m3.png
Scale: 1.5 px per um.
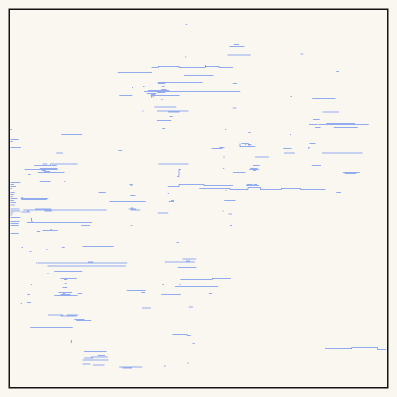
layers.png
Scale: 1.5 px per um. Two of the layers only.
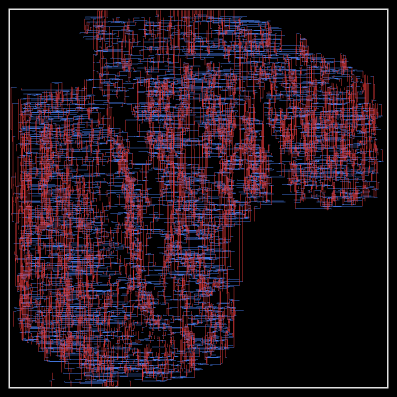
class_map.png
Scale: 1 px per um.
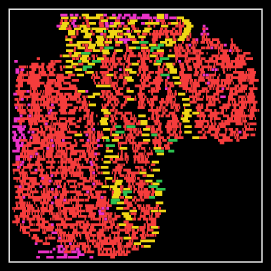
==> config.mk <==
export PLATFORM = sky130hd
export DESIGN_NAME = tanh_mac_datapath
export DESIGN_NICKNAME = d
export VERILOG_FILES = /design/src/rtl/tanh_pkg.sv /design/src/rtl/tanh_pwl.sv /design/src/rtl/tanh_mac_datapath.sv
export SDC_FILE = /design/constraint.sdc
export NUM_CORES = 1
export LEC_CHECK = 0
export CAP_MARGIN = 20
export CORE_MARGIN = 2
export CORE_UTILIZATION = 40
export DETAILED_ROUTE_END_ITERATION = 6
export PLACE_DENSITY = 0.64
export SYNTH_ARGS = -nofsm -noshare
export SYNTH_HDL_FRONTEND = slang
export SYNTH_SLANG_ARGS = --single-unit
==> constraint.sdc <==
create_clock -name clock -period 8.6 [get_ports clock]
set_clock_uncertainty 0.1 [all_clocks]
set_input_delay 2.15 -clock clock [delete_from_list [all_inputs] [get_ports clock]]
set_output_delay 2.15 -clock clock [all_outputs]
set_load 0.02 [all_outputs]
==> flow_metrics.env <==
# yosys + openroad results
export IMPL_seq_area_sq_um=3890
export IMPL_n_antenna_cell=0
export IMPL_place_gp_congestion=0.870
export IMPL_ys_cells=2809
export IMPL_cp_top_family="adder cells"
export IMPL_synthXorXnorAreaFrac=0.0480
export IMPL_layout_nonclk_buf_frac=0.0588
export IMPL_cts_tree="done"
export IMPL_ys_seq_share=0.159
export IMPL_cpMaxStageDelayCell="clkdlybuf4s50_1"
export IMPL_cp_required_ps=8810
export IMPL_grt_max_degree=84
export IMPL_dp_cells=3646
export IMPL_hold_path_class="register to register"
export IMPL_cp_common_cell="fa_1"
export IMPL_largest_cell_class="multi-input combinational cells"
export IMPL_outcome="finished clean"
export IMPL_top_area_cell="fa_1"
export IMPL_cts_sinks=194
export IMPL_grt_pass1_vias=20120
export IMPL_yosysMostFrequentCell="inv_1"
export IMPL_largest_reg_flops=48
export IMPL_clock_fmax_mhz=122
export IMPL_drt_first_iter_violations=1079
export IMPL_comb_share=0.683
export IMPL_logic_area_sq_um=18600
export IMPL_path_clk_slew_ps=80
export IMPL_clock_root_buffer="clkbuf_16"
export IMPL_flop_cell="dfxtp_1"
export IMPL_cts_buffers=17
export IMPL_postSynth_asyncResetShare=0
export IMPL_drc=0
export IMPL_wl_met1_um=26300
export IMPL_synth_area_per_cell_sq_um=8.71
export IMPL_place_area_sq_um=26500
export IMPL_fin_ws_ps=417
export IMPL_logic_gates=2086
export IMPL_seq_cells=194
export IMPL_buffers=181
export IMPL_use_met2=0.343
export IMPL_nClkBuffers=17
export IMPL_ctsHoldBuffers=0
export IMPL_cts_repair_resized=0
export IMPL_wl_met3_um=1800
export IMPL_floorplan_core_util=0.405
export IMPL_rsz0062_at_grt="false"
export IMPL_die_area_sq_um=63200
export IMPL_cts_setup_buffers=0
export IMPL_crit_arrival_ps=8390
export IMPL_critPathMaxFanout=9
export IMPL_antenna_left=0
export IMPL_wl_met2_um=28900
export IMPL_mux_share=0.0114
export IMPL_period_needed_ps=8180
export IMPL_cts_max_path_buffers=2
export IMPL_setup_violations_final=0
export IMPL_slowest_delay_ps=720
export IMPL_ys_flops=194
export IMPL_netlist_logic_family_top="adder cells"
export IMPL_antenna_found_initial=0
export IMPL_dp_slack_ps=-123
export IMPL_max_cap_violations=0
export IMPL_fin_crit_sh=0.951
export IMPL_dp_hpwl_um=47600
export IMPL_top_layer="met4"
export IMPL_overflow=0
export IMPL_critPathKind="input port to register"
export IMPL_nNetsFinal=3483
export IMPL_critical_path_cell_count=20
export IMPL_hold_ws_ps=341
export IMPL_ys_warn_count=0
export IMPL_edf_count=0
export IMPL_lay_top_count="inv_1"
export IMPL_grt_pass1_wl_um=99800
export IMPL_grt_most_used_layer="met2"
export IMPL_top_cells_by_area="fa_1 28%, dfxtp_1 16%, ha_1 11%"
export IMPL_fp_dieW_um=251
Notes on m3.png above:
The wires run mostly horizontal. The longest straight run is 63.9 um. The layer holds 3.1% of the routed length. The layer carries 1800 um of wire. 150 nets have wire on it.
met3 Track Usage GR: 0.0211
detailed-route via count: 19157
Routed WL: 58200 um

Notes on layers.png above:
M2: shown in red, wire length 28.9 mm. M1: shown in blue, wire length 26.3 mm.
All-Layer GR Usage: 0.192
detailed-route wire length per cell: 15.8 um

Notes on class_map.png above:
remaining logic cells: shown in red, cells 2490, share of their area 77%. clock drivers and dummy loads: shown in green, cells 32, share of their area 2.4%. registers: shown in yellow, cells 194, share of their area 15%. remaining buffers and delay cells: shown in magenta, cells 181, share of their area 6.1%.
site row count: 90
flop share of the area: 0.143
Design Area, Final: 27200 sq um

